==> src/rtl/fb_pkg.sv <==
// -----------------------------------------------------------------------------
// fb_pkg
// Shared definitions for the frame-buffer arbiter slice:
//   - capture sequencer state encoding
//   - default values of RAM_DEPTH, CPU_MAX_WAIT and CAP_TIMEOUT
//   - counter width helper
// -----------------------------------------------------------------------------
package fb_pkg;

    localparam int unsigned FB_RAM_DEPTH    = 38400;
    localparam int unsigned FB_CPU_MAX_WAIT = 8;
    localparam int unsigned FB_CAP_TIMEOUT  = 1048576;

    typedef enum logic [1:0] {
        CAP_IDLE = 2'd0,
        CAP_REQ  = 2'd1,
        CAP_REL  = 2'd2
    } cap_state_t;

    // Bits needed to hold the values 0..n-1 (at least one bit).
    function automatic int unsigned cnt_width(input int unsigned n);
        return (n > 1) ? $clog2(n) : 1;
    endfunction

endpackage

==> src/rtl/fb_cap_seq.sv <==
// -----------------------------------------------------------------------------
// fb_cap_seq
// Frame capture handshake with the camera block.
//   HCLK        in   clock, rising edge
//   HRESET      in   asynchronous active-high reset
//   cap_req     in   one-cycle pulse starting a capture (ignored unless idle)
//   DATA_READY  in   frame-complete flag from the camera block
//   DATA_VALID  out  capture request to the camera (high only while waiting)
//   cap_busy    out  capture sequence in progress (REQ or REL)
//   cap_done    out  one-cycle pulse on REQ->REL
//   cap_err     out  one-cycle pulse when DATA_READY fails to rise in time
// -----------------------------------------------------------------------------
module fb_cap_seq
    import fb_pkg::*;
#(
    parameter int unsigned CAP_TIMEOUT = FB_CAP_TIMEOUT
) (
    input  logic HCLK,
    input  logic HRESET,
    input  logic cap_req,
    input  logic DATA_READY,
    output logic DATA_VALID,
    output logic cap_busy,
    output logic cap_done,
    output logic cap_err
);

    localparam int unsigned         TMO_W    = cnt_width(CAP_TIMEOUT);
    localparam logic [TMO_W-1:0]    TMO_LAST = TMO_W'(CAP_TIMEOUT - 1);

    cap_state_t       state, state_nxt;
    logic [TMO_W-1:0] tmo_cnt;

    // Counter is held at zero outside REQ, so it starts from zero on entry.
    always_ff @(posedge HCLK or posedge HRESET) begin
        if (HRESET) begin
            state   <= CAP_IDLE;
            tmo_cnt <= '0;
        end else begin
            state <= state_nxt;
            if (state == CAP_REQ && state_nxt == CAP_REQ)
                tmo_cnt <= tmo_cnt + 1'b1;
            else
                tmo_cnt <= '0;
        end
    end

    // Outputs are decoded from the state register, so an asynchronous reset
    // drops DATA_VALID immediately and can never produce a done/err pulse.
    always_comb begin
        state_nxt  = state;
        DATA_VALID = 1'b0;
        cap_busy   = 1'b0;
        cap_done   = 1'b0;
        cap_err    = 1'b0;
        case (state)
            CAP_IDLE: begin
                if (cap_req)
                    state_nxt = CAP_REQ;
            end
            CAP_REQ: begin
                DATA_VALID = 1'b1;
                cap_busy   = 1'b1;
                if (DATA_READY) begin
                    state_nxt = CAP_REL;
                    cap_done  = 1'b1;
                end else if (tmo_cnt == TMO_LAST) begin
                    state_nxt = CAP_IDLE;
                    cap_err   = 1'b1;
                end
            end
            CAP_REL: begin
                cap_busy = 1'b1;
                if (!DATA_READY)
                    state_nxt = CAP_IDLE;
            end
            default: state_nxt = CAP_IDLE;
        endcase
    end

endmodule

==> src/rtl/fb_arbiter.sv <==
// -----------------------------------------------------------------------------
// fb_arbiter
// Frame-buffer read arbiter between the display and the CPU, plus the capture
// sequencer that locks out reads while the camera writes the buffer.
//   HCLK / HRESET           clock, asynchronous active-high reset
//   cap_req                 capture start pulse
//   cap_busy/done/err       capture status
//   DATA_VALID/DATA_READY   camera handshake
//   d_req/d_addr/d_gnt      display read request, address, grant
//   c_req/c_addr/c_gnt      CPU read request, address, grant
//   d_rvalid/c_rvalid       read data valid, per owner
//   rdata                   shared read data (0 when neither rvalid is set)
//   DualRAM_RADDR/RDATA     frame-buffer read port (1-cycle read latency)
// Grant in cycle N -> address on DualRAM_RADDR in N+1 -> rvalid/rdata in N+2.
// -----------------------------------------------------------------------------
module fb_arbiter
    import fb_pkg::*;
#(
    parameter int unsigned RAM_DEPTH    = FB_RAM_DEPTH,
    parameter int unsigned CPU_MAX_WAIT = FB_CPU_MAX_WAIT,
    parameter int unsigned CAP_TIMEOUT  = FB_CAP_TIMEOUT
) (
    input  logic        HCLK,
    input  logic        HRESET,
    input  logic        cap_req,
    output logic        cap_busy,
    output logic        cap_done,
    output logic        cap_err,
    output logic        DATA_VALID,
    input  logic        DATA_READY,
    input  logic        d_req,
    input  logic [15:0] d_addr,
    output logic        d_gnt,
    output logic        d_rvalid,
    input  logic        c_req,
    input  logic [15:0] c_addr,
    output logic        c_gnt,
    output logic        c_rvalid,
    output logic [31:0] rdata,
    output logic [15:0] DualRAM_RADDR,
    input  logic [31:0] DualRAM_RDATA
);

    localparam int unsigned      WAIT_W    = cnt_width(CPU_MAX_WAIT + 1);
    localparam logic [WAIT_W-1:0] WAIT_MAX = WAIT_W'(CPU_MAX_WAIT);
    localparam logic [16:0]      DEPTH_LIM = 17'(RAM_DEPTH);

    logic [WAIT_W-1:0] wait_cnt;
    logic              c_win;
    logic              any_gnt;
    logic [15:0]       gnt_addr;

    // Read pipeline: stage 1 tracks the address cycle, stage 2 the data cycle.
    logic s1_vld, s1_cpu, s1_oor;
    logic s2_vld, s2_cpu, s2_oor;

    fb_cap_seq #(
        .CAP_TIMEOUT (CAP_TIMEOUT)
    ) u_cap_seq (
        .HCLK       (HCLK),
        .HRESET     (HRESET),
        .cap_req    (cap_req),
        .DATA_READY (DATA_READY),
        .DATA_VALID (DATA_VALID),
        .cap_busy   (cap_busy),
        .cap_done   (cap_done),
        .cap_err    (cap_err)
    );

    // Display wins by default; a CPU that has waited CPU_MAX_WAIT cycles wins.
    // No grants while the buffer is being written or while reset is held.
    always_comb begin
        c_win    = c_req && (!d_req || wait_cnt == WAIT_MAX);
        c_gnt    = 1'b0;
        d_gnt    = 1'b0;
        if (!DATA_VALID && !HRESET) begin
            c_gnt = c_win;
            d_gnt = d_req && !c_win;
        end
        any_gnt  = c_gnt || d_gnt;
        gnt_addr = c_gnt ? c_addr : d_addr;
    end

    always_ff @(posedge HCLK or posedge HRESET) begin
        if (HRESET) begin
            wait_cnt <= '0;
        end else if (!c_req || c_gnt) begin
            wait_cnt <= '0;
        end else if (wait_cnt != WAIT_MAX) begin
            wait_cnt <= wait_cnt + 1'b1;
        end
    end

    always_ff @(posedge HCLK or posedge HRESET) begin
        if (HRESET) begin
            DualRAM_RADDR <= '0;
            s1_vld        <= 1'b0;
            s1_cpu        <= 1'b0;
            s1_oor        <= 1'b0;
            s2_vld        <= 1'b0;
            s2_cpu        <= 1'b0;
            s2_oor        <= 1'b0;
        end else begin
            s1_vld <= any_gnt;
            s1_cpu <= c_gnt;
            if (any_gnt) begin
                DualRAM_RADDR <= gnt_addr;
                s1_oor        <= ({1'b0, gnt_addr} >= DEPTH_LIM);
            end
            s2_vld <= s1_vld;
            s2_cpu <= s1_cpu;
            s2_oor <= s1_oor;
        end
    end

    always_comb begin
        d_rvalid = s2_vld && !s2_cpu;
        c_rvalid = s2_vld && s2_cpu;
        rdata    = (s2_vld && !s2_oor) ? DualRAM_RDATA : '0;
    end

endmodule

==> config.mk <==
export PLATFORM = sky130hd
export DESIGN_NAME = fb_arbiter
export DESIGN_NICKNAME = d
export VERILOG_FILES = /design/src/rtl/fb_pkg.sv /design/src/rtl/fb_cap_seq.sv /design/src/rtl/fb_arbiter.sv
export SDC_FILE = /design/constraint.sdc
export NUM_CORES = 1
export LEC_CHECK = 0
export CAP_MARGIN = 20
export CELL_PAD_IN_SITES_DETAIL_PLACEMENT = 1
export CELL_PAD_IN_SITES_GLOBAL_PLACEMENT = 1
export CORE_AREA = 4 4 99 101
export CTS_CLUSTER_SIZE = 16
export DETAILED_ROUTE_END_ITERATION = 10
export DIE_AREA = 0 0 103 105
export HOLD_SLACK_MARGIN = 0.15
export PLACE_DENSITY_LB_ADDON = 0.1
export SYNTH_ARGS = -nofsm -noshare
export SYNTH_HDL_FRONTEND = slang
export SYNTH_SLANG_ARGS = --single-unit
==> constraint.sdc <==
create_clock -name HCLK -period 2.7 [get_ports HCLK]
set_input_delay 0.675 -clock HCLK [delete_from_list [all_inputs] [get_ports HCLK]]
set_output_delay 0.675 -clock HCLK [all_outputs]
set_load 0.02 [all_outputs]
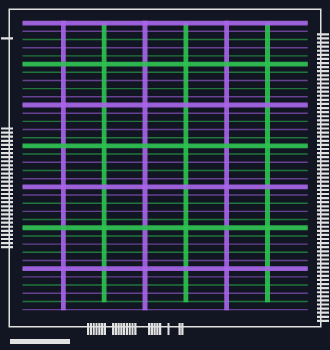
Fig. 1. Floorplan with the power grid (run 1).
Bar = 20 um. Pins as bars on the die edge.
legend:
  VSS:
    colour: purple
  VDD:
    colour: green
met5 straps: 7
met1 rails: 36
rows: 35
met4 straps: 6
signal pins: 126
vertical die dimension: 105 um
worst vdd rail ir drop: 0.316 mV
Die Width: 103 um

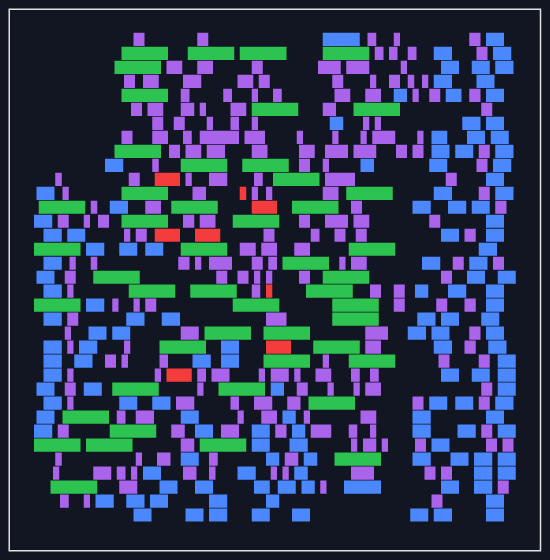
Fig. 2. Placed cells, one colour a class (run 1).
legend:
  clock drivers and dummy loads:
    colour: red
    cells: 8
  registers:
    colour: green
    cells: 48
  remaining logic cells:
    colour: purple
    cells: 219
  remaining buffers and delay cells:
    colour: blue
    cells: 139
core region area: 9020 um^2
share of the core filled with cells in the final layout: 0.467
Layout Cell Area excl Fill: 4210 um^2

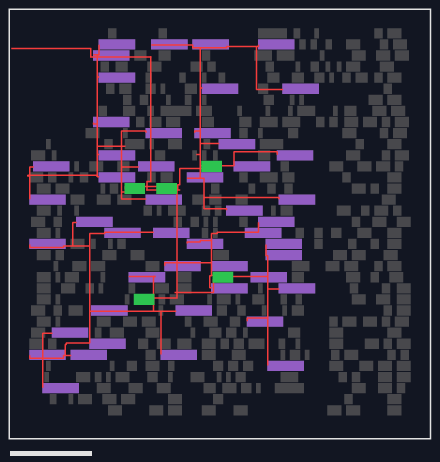
Fig. 3. Clock wires, drivers and flops (run 1).
Bar = 20 um.
legend:
  clock wires:
    colour: red
    length: 648 um
  flip-flops:
    colour: purple
    count: 48
  clock-net drivers:
    colour: green
    count: 5
routed clock nets: 6
clock network power share: 0.165
power in the clock group: 0.442 mW
final worst clock skew: 0.0111 ns
clock insertion delay at the later pin of the skew report: 0.30 ns

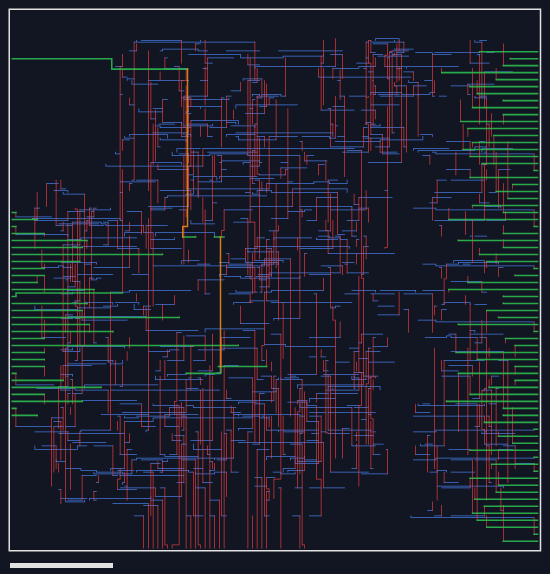
Fig. 4. Routed metal, one colour a layer (run 1).
Bar = 20 um.
legend:
  M2:
    colour: red
    wire_length: 3600 um
  M1:
    colour: blue
    wire_length: 3010 um
  M3:
    colour: green
    wire_length: 1060 um
  M4:
    colour: orange
    wire_length: 58.7 um

==> run 1: per-stage QoR <==
step | std cells | util | power (mW)
detailed placement | 517 | 0.456 | 2.27
finish | 525 | 0.467 | 2.67
global route | 525 | 0.467 | 2.85
CTS | 525 | 0.466 | 2.72
global placement | 517 | 0.456 | 2.25
floorplan | 276 | - | 1.60
==> run 1: routing by layer <==
layer  vias up  wire [um]
li1       1184          -
met1      1140       3010
met2       106       3600
met3         4       1060
met4         0         58
met5         -          0
==> run 1: sequential cells by signal, summed over array words and instances, names as in the netlist <==
name and count:
s2_oor 1, u_cap_seq.state 2, s1_oor 1, wait_cnt 4
s2_cpu 1, s1_cpu 1, s2_vld 1, s1_vld 1
DualRAM_RADDR 16, u_cap_seq.tmo_cnt 20
==> notes.md, run 1 <==
Physical design

The pin slew with the least headroom to its limit stands at roughly 0.46 ns. The first TritonRoute pass finished after 4 iterations. The placement stage leaves a total instance area of 4120 um^2. After synthesis, the chip area reported by Yosys is around 2600 um^2. The largest driver fanout on the critical path stands at 6. The main area contributors are dfrtp_1, and2_1, nor2_1, nor2_2, xor2_1. The routed layout has around 2400 vias. The hold-critical path depth stands at 0. The residual overflow from global routing stands at 0. The report puts the cell count of the worst reg-to-reg path at 7. The reg2reg setup slack stands at between 0.7 and 0.8 ns. Of the total synthesized cell area, the portion taken by AND-OR and OR-AND cells is 0.0894. The peak clock frequency supported by timing stands at approximately 0.39 GHz. Switching power as a fraction of the total was reported as 0.362. The power density over the cells stands at ~630 nW/um^2. The final timing report lists a max-slew violation count of 0.

The final net count stands at roughly 490. 126 I/O pins were placed. Adding up every negative setup slack in the final design gives 0 ns.

The combinational share of power stands at 0.481. The share of the Yosys chip area taken by registers is 0.454. Yosys reports the multiplexer fraction of the synthesized area as 0.0303. Once synthesis finished, the tally of register bits stood at around 48.

In this run the worst hold path is classified as register to register. The run finished with clean final reports. The tree is rooted in a clkbuf_8. Of the total power, registers draw 0.354. The multi-input combinational cells in the finished layout cover a total of between 1000 and 1500 um^2. After floorplanning, the core was divided into 35 placement rows.

The post-synth count of flops with an enable pin is 0. The average via count per standard cell stands at approximately 4.6. The post-cts sizing count stands at 6. The number of max-capacitance violations reported stands at 0.
==> run 2, diff against run 1 <==
--- a/config.mk
+++ b/config.mk
@@ -9,7 +9,7 @@
 export CELL_PAD_IN_SITES_DETAIL_PLACEMENT = 1
 export CELL_PAD_IN_SITES_GLOBAL_PLACEMENT = 1
 export CORE_AREA = 4 4 99 101
-export CTS_CLUSTER_SIZE = 16
+export CTS_CLUSTER_SIZE = 28
 export DETAILED_ROUTE_END_ITERATION = 10
 export DIE_AREA = 0 0 103 105
 export HOLD_SLACK_MARGIN = 0.15
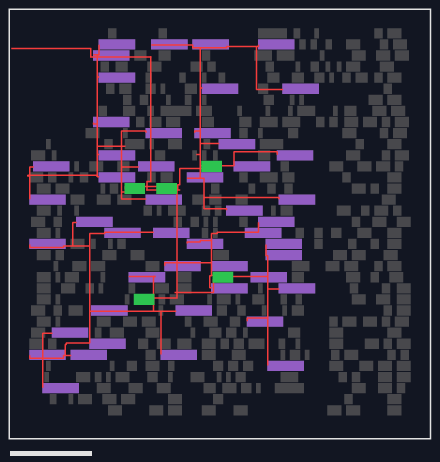
Fig. 5. Clock wires, drivers and flops (run 2).
Bar = 20 um.
legend:
  clock-net drivers:
    colour: green
    count: 5
  flip-flops:
    colour: purple
    count: 48
  clock wires:
    colour: red
    length: 648 um
routed clock nets: 6

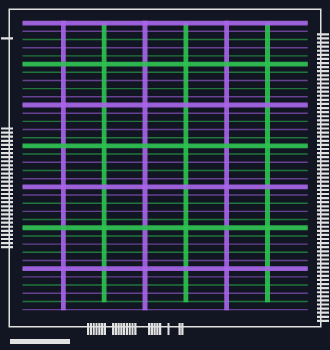
Fig. 6. Floorplan with the power grid (run 2).
Bar = 20 um. Pins as bars on the die edge.
legend:
  VDD:
    colour: green
  VSS:
    colour: purple
met5 straps: 7
met4 straps: 6
signal pins: 126
rows: 35
met1 rails: 36

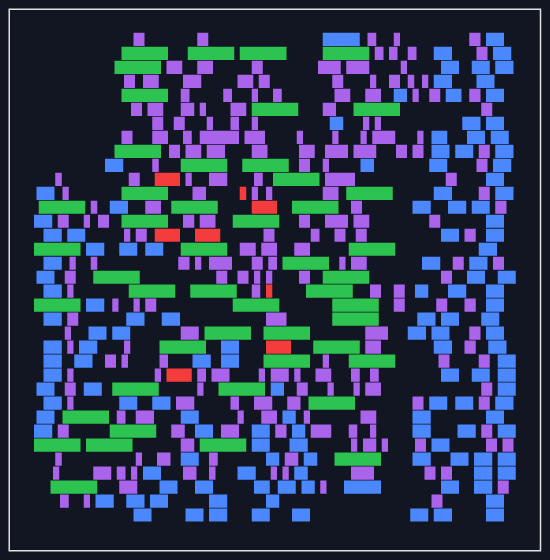
Fig. 7. Placed cells, one colour a class (run 2).
legend:
  registers:
    colour: green
    cells: 48
  remaining logic cells:
    colour: purple
    cells: 219
  remaining buffers and delay cells:
    colour: blue
    cells: 139
  clock drivers and dummy loads:
    colour: red
    cells: 8

==> run 2 against run 1 <==
  * Utilization stayed put
  * Total power stayed put
  * Final area stayed put
  * Clock skew stayed put
  * Register-to-register slack hardly changed
  * Sequential share of layout area stayed put
==> notes.md, run 2 <==
Physical design

The proportion of synthesized chip area in sequential cells stands at 0.454 (unchanged). The part of the total power dissipated in the clock network is 0.165 (about the same). The path class of the tightest hold or removal check is register to register.

The root buffer cell chosen for the clock tree is clkbuf_8. The final max-slew violation count stands at 0 (unchanged). The core box area stands at 9020 um^2 (unchanged). The average via count per standard cell stands at 4.64 (unchanged). The power density over the cells stands at 634 nW/um^2 (unchanged). The combinational share of power came to 0.481 (about the same). The worst IR drop on VDD is 0.316 mV (unchanged). The chip area line of the yosys report stands at 2650 um^2 (unchanged). STA classifies the critical path startpoint as a register. The peak clock frequency supported by timing stands at 0.385 GHz (unchanged). The cell total after placement stands at 517 (unchanged). The via count of the routed design is 2434 (unchanged). The flip-flop count of the largest register after layout stands at 20 (unchanged). The post-synth tally of flip-flops with integrated enable was 0 (unchanged). The area after detailed placement is 4120 um^2 (unchanged).

The post-layout total power came to 2.67 mW (unchanged). The number of max-capacitance violations reported stands at 0 (unchanged). The residual overflow from global routing stands at 0 (unchanged).

The sequential group share of total power stands at 0.354 (about the same). The share of total power consumed by net switching came to 0.362 (unchanged). The die height was 105 um (unchanged). The clock network power stands at 0.442 mW (about the same). The setup clock skew after layout stands at 0.0111 ns (unchanged). The total negative slack stands at 0 ns (unchanged). The run finished with clean final reports. The number of cells on the worst reg-to-reg path stands at 7 (unchanged). The final net count stands at 490 (unchanged). The net switching power in the latest report is around 0.97 mW. The largest driver fanout on the critical path is 6 (unchanged). The post-cts sizing count was 6 (unchanged). The cell row count stands at 35 (unchanged). Ranked by flip-flop count, first place goes to u_cap_seq.tmo_cnt.

The x dimension of the die stands at 103 um (unchanged). The flop and latch count out of synthesis stands at 48 (unchanged). The I/O pin total stands at 126 (unchanged).

The final standard cell utilization of the core came to 0.467 (unchanged). The clock insertion delay at the later pin of the skew report stands at 0.30 ns (about the same). The floorplan net count stands at roughly 350. The reg2reg setup slack was 0.79 ns (about the same). The non-filler instance count after layout stands at 525 (unchanged). The count of TritonRoute iterations in the first routing pass is 4 (unchanged). The largest registers in the layout are u_cap_seq.tmo_cnt (20), DualRAM_RADDR (16), wait_cnt (4).
-- run 2: cell counts in the layout (fill, tap and decap cells not counted) --
No cell type changed its count.
-- run 2: cell type report --
type                    instances  area (um^2)  area share
inverters                      13         48.8      0.0116
repair buffers                139         1380       0.327
clock buffers                   8         90.1      0.0214
multi-input cells             206         1350       0.322
well taps                     111          139      0.0330
flip-flops and latches         48         1200       0.285
-- run 2: routing by layer --
layer / share of wire / track usage
met5: 0 / 0
met4: 0.0075 / 0.0278
met3: 0.14 / 0.0567
met2: 0.47 / 0.246
met1: 0.39 / 0.165
-- run 2: worst max-delay path: cells and delay by family, from the launching register on --
family | cells | cell delay (ns)
buf+inv | 3 | 0.91
flops | 1 | 0.46
fa+ha+maj | 1 | 0.25
Power and IR drop assume default switching activity.
